## config.mk

```make
export PLATFORM = sky130hd
export DESIGN_NAME = adaptive_threshold_ctrl
export DESIGN_NICKNAME = d
export VERILOG_FILES = /design/src/rtl/adaptive_threshold_ctrl.sv
export SDC_FILE = /design/constraint.sdc
export NUM_CORES = 1
export LEC_CHECK = 0
export ABC_CLOCK_PERIOD_IN_PS = 5100
export CAP_MARGIN = 20
export CORE_MARGIN = 3
export CORE_UTILIZATION = 48
export CTS_CLUSTER_DIAMETER = 150
export DETAILED_ROUTE_END_ITERATION = 10
export GPL_TIMING_DRIVEN = 0
export PLACE_DENSITY_LB_ADDON = 0.3
export SKIP_CTS_REPAIR_TIMING = 1
export SYNTH_ARGS = -nofsm -noshare
export SYNTH_HDL_FRONTEND = slang
export SYNTH_SLANG_ARGS = --single-unit
export TNS_END_PERCENT = 100
```

## constraint.sdc

```tcl
create_clock -name clock -period 5.1 [get_ports clock]
set_clock_uncertainty 0.15 [all_clocks]
set_input_delay 1.275 -clock clock [delete_from_list [all_inputs] [get_ports clock]]
set_output_delay 1.275 -clock clock [all_outputs]
set_load 0.05 [all_outputs]
```

## src/rtl/adaptive_threshold_ctrl.sv

```systemverilog
// rtl/adaptive_threshold_ctrl.sv - sequencer: box-filter pass, then per-pixel threshold against local mean
module adaptive_threshold_ctrl #(
    parameter int WIDTH_BITS  = 8,
    parameter int HEIGHT_BITS = 8,
    parameter int WIDTH       = 2**WIDTH_BITS,
    parameter int HEIGHT      = 2**HEIGHT_BITS
) (
    input  logic                   clock,
    input  logic                   reset,
    input  logic                   iStart,
    input  logic                   iAbort,
    input  logic [7:0]             iOffset,
    output logic                   oBusy,
    output logic                   oDone,
    output logic                   oFilterReset,
    input  logic                   iFilterFinished,
    input  logic [WIDTH_BITS-1:0]  iFilterCol,
    input  logic [HEIGHT_BITS-1:0] iFilterRow,
    output logic [WIDTH_BITS-1:0]  oImageCol,
    output logic [HEIGHT_BITS-1:0] oImageRow,
    input  logic [7:0]             iImageData,
    output logic [WIDTH_BITS-1:0]  oMeanCol,
    output logic [HEIGHT_BITS-1:0] oMeanRow,
    input  logic [7:0]             iMeanData,
    output logic [WIDTH_BITS-1:0]  oOutCol,
    output logic [HEIGHT_BITS-1:0] oOutRow,
    output logic [7:0]             oOutData,
    output logic                   oOutWren
);

    localparam int PW = WIDTH_BITS + HEIGHT_BITS;
    localparam logic [PW-1:0] LAST_POS = PW'(WIDTH * HEIGHT - 1);

    typedef enum logic [2:0] {
        IDLE   = 3'd0,
        FILTER = 3'd1,
        THRESH = 3'd2,
        FLUSH  = 3'd3,
        DONE   = 3'd4
    } state_t;

    state_t                 state, state_n;
    logic [PW-1:0]          pos, pos_n;
    logic [7:0]             offset_q, offset_n;
    logic                   filt_first, filt_first_n;
    logic [WIDTH_BITS-1:0]  out_col_n;
    logic [HEIGHT_BITS-1:0] out_row_n;
    logic [7:0]             out_data_n;
    logic                   out_wren_n;

    logic [WIDTH_BITS-1:0]  pos_col;
    logic [HEIGHT_BITS-1:0] pos_row;
    logic [8:0]             biased_pixel;
    logic                   above_mean;

    assign pos_col      = pos[WIDTH_BITS-1:0];
    assign pos_row      = pos[PW-1:WIDTH_BITS];
    // Nine bits so image + offset cannot wrap before the compare
    assign biased_pixel = {1'b0, iImageData} + {1'b0, offset_q};
    assign above_mean   = biased_pixel > {1'b0, iMeanData};

    always_ff @(posedge clock or negedge reset) begin
        if (!reset) begin
            state      <= IDLE;
            pos        <= '0;
            offset_q   <= '0;
            filt_first <= 1'b0;
            oOutCol    <= '0;
            oOutRow    <= '0;
            oOutData   <= '0;
            oOutWren   <= 1'b0;
        end else begin
            state      <= state_n;
            pos        <= pos_n;
            offset_q   <= offset_n;
            filt_first <= filt_first_n;
            oOutCol    <= out_col_n;
            oOutRow    <= out_row_n;
            oOutData   <= out_data_n;
            oOutWren   <= out_wren_n;
        end
    end

    always_comb begin
        state_n      = state;
        pos_n        = pos;
        offset_n     = offset_q;
        filt_first_n = 1'b0;
        out_col_n    = oOutCol;
        out_row_n    = oOutRow;
        out_data_n   = oOutData;
        out_wren_n   = 1'b0;

        unique case (state)
            IDLE: begin
                if (iStart) begin
                    state_n      = FILTER;
                    offset_n     = iOffset;
                    pos_n        = '0;
                    filt_first_n = 1'b1;
                end
            end
            FILTER: begin
                // The filter is still leaving reset on its first cycle, so its finished flag is stale
                if (iAbort) begin
                    state_n = IDLE;
                end else if (iFilterFinished && !filt_first) begin
                    state_n = THRESH;
                    pos_n   = '0;
                end
            end
            THRESH: begin
                if (iAbort) begin
                    state_n = IDLE;
                end else begin
                    out_data_n = above_mean ? 8'd255 : 8'd0;
                    out_col_n  = pos_col;
                    out_row_n  = pos_row;
                    out_wren_n = 1'b1;
                    pos_n      = pos + 1'b1;
                    if (pos == LAST_POS) begin
                        state_n = FLUSH;
                    end
                end
            end
            FLUSH: begin
                state_n = iAbort ? IDLE : DONE;
            end
            DONE: begin
                state_n = IDLE;
            end
            default: begin
                state_n = IDLE;
            end
        endcase
    end

    always_comb begin
        oBusy        = (state == FILTER) || (state == THRESH) || (state == FLUSH);
        oDone        = (state == DONE);
        oFilterReset = (state != FILTER);
        oMeanCol     = pos_col;
        oMeanRow     = pos_row;
        oImageCol    = '0;
        oImageRow    = '0;
        if (state == FILTER) begin
            oImageCol = iFilterCol;
            oImageRow = iFilterRow;
        end else if (state == THRESH) begin
            oImageCol = pos_col;
            oImageRow = pos_row;
        end
    end

endmodule

```

Run 1, signal wires on met1:
Drawn at 6 px/um. Supply wires on this layer in gray.
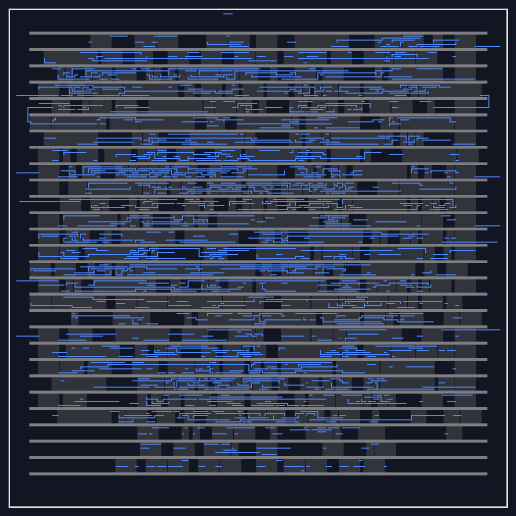
435 nets have wire on it. The layer carries 3380 um of wire. The wires run mostly horizontal. The layer holds 43% of the routed length.

Run 1, the metal 3 layer:
Drawn at 6 px/um.
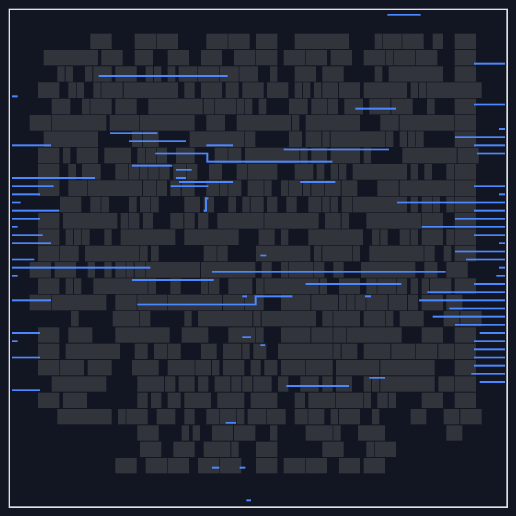
The layer holds 6.9% of the routed length. 72 nets have wire on it. The layer carries 542 um of wire. The wires run mostly horizontal.
Total Wirelength: 7.91 mm
via count: 2799
routing usage on met3: 0.0564

Run 1, metal 2:
Drawn at 6 px/um.
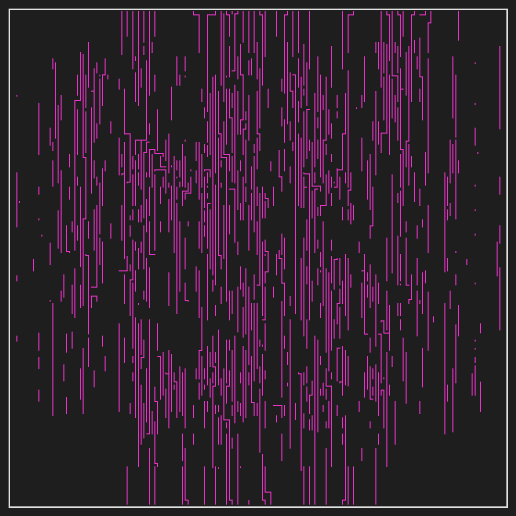
The layer holds 49% of the routed length. The wires run mostly vertical. 423 nets have wire on it.

==> out/results.txt, run 1 <==
CTS tree - built
Largest net degree at the start of global routing - 27
Initial antenna violation count - 0
Clk slew on worst S/H paths - 0.08 ns
DR vias/cell - 5.58
Synth async-reset ratio - 1.00
First-pass DRT Iterations - 4
GPL Wtd Cong - 0.867
Setup repair after global routing missed its margin - no
Vias in the first global route - 2619
PnR worst setup slack - 0.441 ns
Detailed placer's ending HPWL - 6.07 mm
Combinational share of power - 0.576
Area grow syn2layout - 43.8%
Switching portion of total power - 0.442
Clk pwr share - 0.143
Status - finished clean
Critical Path AT - 3.23 ns
H-tree lvl count - 2
Final Max Slew Viols - 0
Clock Tree Buf Depth - 2
Setup TNS - 0 ns
Row cnt - 27
Cells after synthesis - 317
Yosys cell count - 317
Net Count, Synth - 380
Tool Warnings - 26
Post-synth tally of flip-flops with integrated enable - 0
Final nets - 492
Post-Place Cells - 494
==> run 1: cells in the final DEF (no fill, tap or decap), drive strengths merged, types with 2 or more instances in the layout <==
cell type,n
or3,4
nand4,11
o31ai,2
ha,17
a21oi,12
a31oi,3
buf,15
o21ai,29
nor3,2
clkbuf,19
a22oi,2
nand3,5
nor2b,2
nor2,16
and2,2
inv,19
nand2,60
or4b,2
and3,3
a22o,13
dfrtp,46
xnor2,4
clkdlybuf4s50,103
or4,2
nor4,2
a211oi,3
mux2,7
o211ai,6
and4,2
==> run 1: path summary, 6_finish.rpt <==
kind,depth (start not counted),endpoint,slack (ns)
max in group asynchronous,2,pos[4],3.50
min in group asynchronous,1,oOutRow[1],0.79
setup reg to reg,12,oOutData[6],1.88
setup / recovery,6,oImageCol[4],0.44
hold reg to reg,2,oOutRow[4],0.33
hold / removal,2,oOutRow[4],0.33
==> run 1: cell usage after synthesis (2+ instances only) <==
master	count	area, um^2
a211oi_1	2	15.0
a21oi_1	12	60.1
a22o_1	13	114
a22oi_1	2	15.0
a31oi_1	3	18.8
and2_1	2	12.5
and3_1	3	18.8
and4_1	2	17.5
buf_2	4	20.0
buf_4	7	52.6
buf_6	2	22.5
clkbuf_1	11	41.3
dfrtp_1	46	1150
ha_1	17	213
inv_1	19	71.3
mux2_2	7	78.8
nand2_1	60	225
nand3_1	5	25.0
nand4_1	11	68.8
nor2_1	16	60.1
nor2b_1	2	12.5
o211ai_1	6	45.0
o21ai_0	29	145
o31ai_1	2	15.0
or3_1	4	25.0
or4_1	2	15.0
xnor2_1	4	35.0
==> run 1: cell type report <==
cell class,instances,area (um^2)
Buffer,25,141
Fill cell,458,1540
Clock inverter,1,5.00
Tap cell,72,90.1
Clock buffer,7,86.3
Timing Repair Buffer,105,1060
Multi-Input combinational cell,227,1460
Inverter,19,71.3
Sequential cell,46,1150
==> run 1: per-layer routing <==
layer | wire length, um | global-route usage
met4 | 150 | 0.0719
met3 | 542 | 0.0564
met1 | 3380 | 0.334
met2 | 3840 | 0.376
met5 | 0 | 0
==> run 1: flip-flops by register name (all words and copies together) (netlist names) <==
register / cells
filt_first: 1
pos: 16
oOutWren: 1
state: 3
offset_q: 8
oOutCol: 8
oOutData: 1
oOutRow: 8
==> run 1: power groups by stage <==
stage	sequential [mW]	clock (mW)	combinational, mW
final	0.449	0.229	0.922
after global routing	0.457	0.250	0.999
after CTS	0.451	0.233	0.922
after detailed placement	0.458	0	0.919
after global placement	0.454	0	0.889
after floorplan	0.510	0	0.581
==> run 1: logic make-up after synthesis <==
group           count (synthesis)  share of synthesized area
xor+xnor                        4                     0.0124
fa+ha+maj                      18                     0.0823
flops                          46                      0.407
simple gates                  119                      0.212
mux                             8                     0.0314
compound gates                 78                      0.179
buf+inv                        44                     0.0753
==> run 1: worst max-delay path, stage by stage, from the launching register on <==
cell             delay [ns]
dfrtp_1                0.32
clkbuf_1               0.26
inv_1                  0.11
nor3_2                 0.66
clkbuf_1               0.51
a22o_1                 0.24
clkdlybuf4s50_1        0.82
--- run 2 (diff from run 1) ---
- REMOVE_ABC_BUFFERS: not set -> 1
Run 2, signal wires on met1:
Drawn at 6 px/um. Supply wires on this layer in gray.
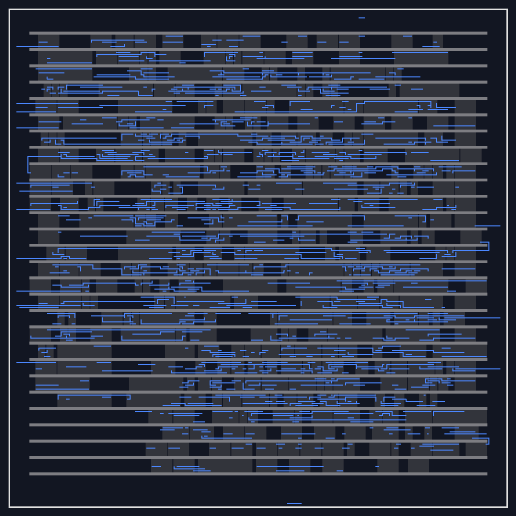
The longest straight run is 45.5 um. 404 nets have wire on it.
Total Wirelength: 7.35 mm
via count: 2656

==> out/results.txt, run 2 <==
Status - finished clean
Post-synth tally of flip-flops with integrated enable - 0
Mux share of post-synthesis cell area - 0.0314
Cell taking the most area after synthesis - dfrtp_1
Crit path largest cell delay - 0.63 ns
GPL Wtd Cong - 0.824
Reg2Reg Capture Point - oOutData[6]
Post-Place Cells - 472
Synth async-reset ratio - 1.00
CP cell instances - clkdlybuf4s50_1 > ha_1 > inv_1 > fa_1 > nor2b_1 > o31a_1 > or4b_2 > nand3_1 > ha_1 > nand4_1 > a21oi_1 > o41ai_1 > a31oi_1
Synth logic family - simple AND/OR/NAND/NOR gates
Crit-path leading delay family - simple AND/OR/NAND/NOR gates
DR vias/cell - 5.53
Cells after synthesis - 317
Setup TNS - 0 ns
Top cell excl fill/tap - clkdlybuf4s50_1
Initial antenna violation count - 0
Top Layout Cells - 103 x clkdlybuf4s50_1, 60 x nand2_1, 46 x dfrtp_1, 29 x o21ai_0, 19 x inv_1
Critical Path Slowest Stage Cell - or4b_2
First-pass DRT Iterations - 5
Most frequent CP cell - ha_1
Synth Area in Adders - 0.0823
Top cell area share - 0.407
Vias in the first global route - 2556
Flop2flop setup slack - 1.87 ns
Detailed placer's ending HPWL - 5.51 mm
Final nets - 470
Met2 WL post-DR - 3.60 mm
Run 2, routed clock nets over the placement:
Drawn at 3 px/um.
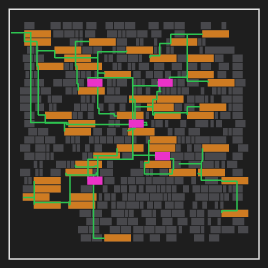
Key: flip-flops = orange [count 46]; clock wires = green [length 582 um]; clock drivers = magenta [count 5]
There are 6 routed clock nets.

[run 2: layout make-up]
type | count | share of cell area
inverter | 19 | 0.0180
timing repair buffer | 108 | 0.276
sequential | 46 | 0.291
clock inverter | 2 | 0.00347
tap | 72 | 0.0227
multi-input combinational | 227 | 0.371
clock buffer | 6 | 0.0183
[run 2: logic make-up after synthesis]
group,Yosys count
multiplexers,8
XOR/XNOR,4
AND/OR/NAND/NOR,119
adder cells (fa/ha/maj),18
flip-flops,46
buffers and inverters,44
AND-OR/OR-AND,78
[run 2: routing by layer]
| layer | global-route usage | vias to the layer above |
|---|---|---|
| met5 | 0 | - |
| met4 | 0.0539 | 0 |
| met3 | 0.0662 | 6 |
| met2 | 0.370 | 80 |
| met1 | 0.303 | 1279 |
| li1 | - | 1291 |
[run 2: how the worst min path moves through the flow]
stage | slack [ns] | to
3_3_place_gp | 0.31 | oOutCol[4]
3_5_place_dp | 0.31 | oOutCol[3]
6_report | 0.33 | oOutRow[3]
2_1_floorplan | 0.33 | offset_q[0]
4_1_cts | 0.34 | oOutRow[3]
5_1_grt | 0.36 | oOutRow[3]
[run 2: power groups by stage]
stage	Clock [mW]	Sequential, mW	Combinational [mW]
4_1_cts	0.228	0.452	0.871
6_report	0.223	0.452	0.866
3_5_place_dp	0	0.459	0.868
5_1_grt	0.246	0.462	0.930
2_1_floorplan	0	0.616	0.424
3_3_place_gp	0	0.456	0.836
[run 2: tightest hold or removal path, delay by kind of cell (launching register included)]
kind / cells / cell delay (ns)
flops: 1 / 0.35
simple gates: 2 / 0.10
[run 2: through the flow]
step / power, mW / setup slack, ns / area, um^2 / utilization
2_1_floorplan: 1.04 / 0.991 / 2690 / -
3_3_place_gp: 1.29 / 0.300 / 3820 / 0.681
3_5_place_dp: 1.33 / 0.596 / 3870 / 0.691
4_1_cts: 1.55 / 0.889 / 3960 / 0.706
5_1_grt: 1.64 / 0.783 / 3960 / 0.706
6_report: 1.54 / 0.859 / 3960 / 0.706
Power figures rest on the tool's default switching activity, not on a simulated workload.
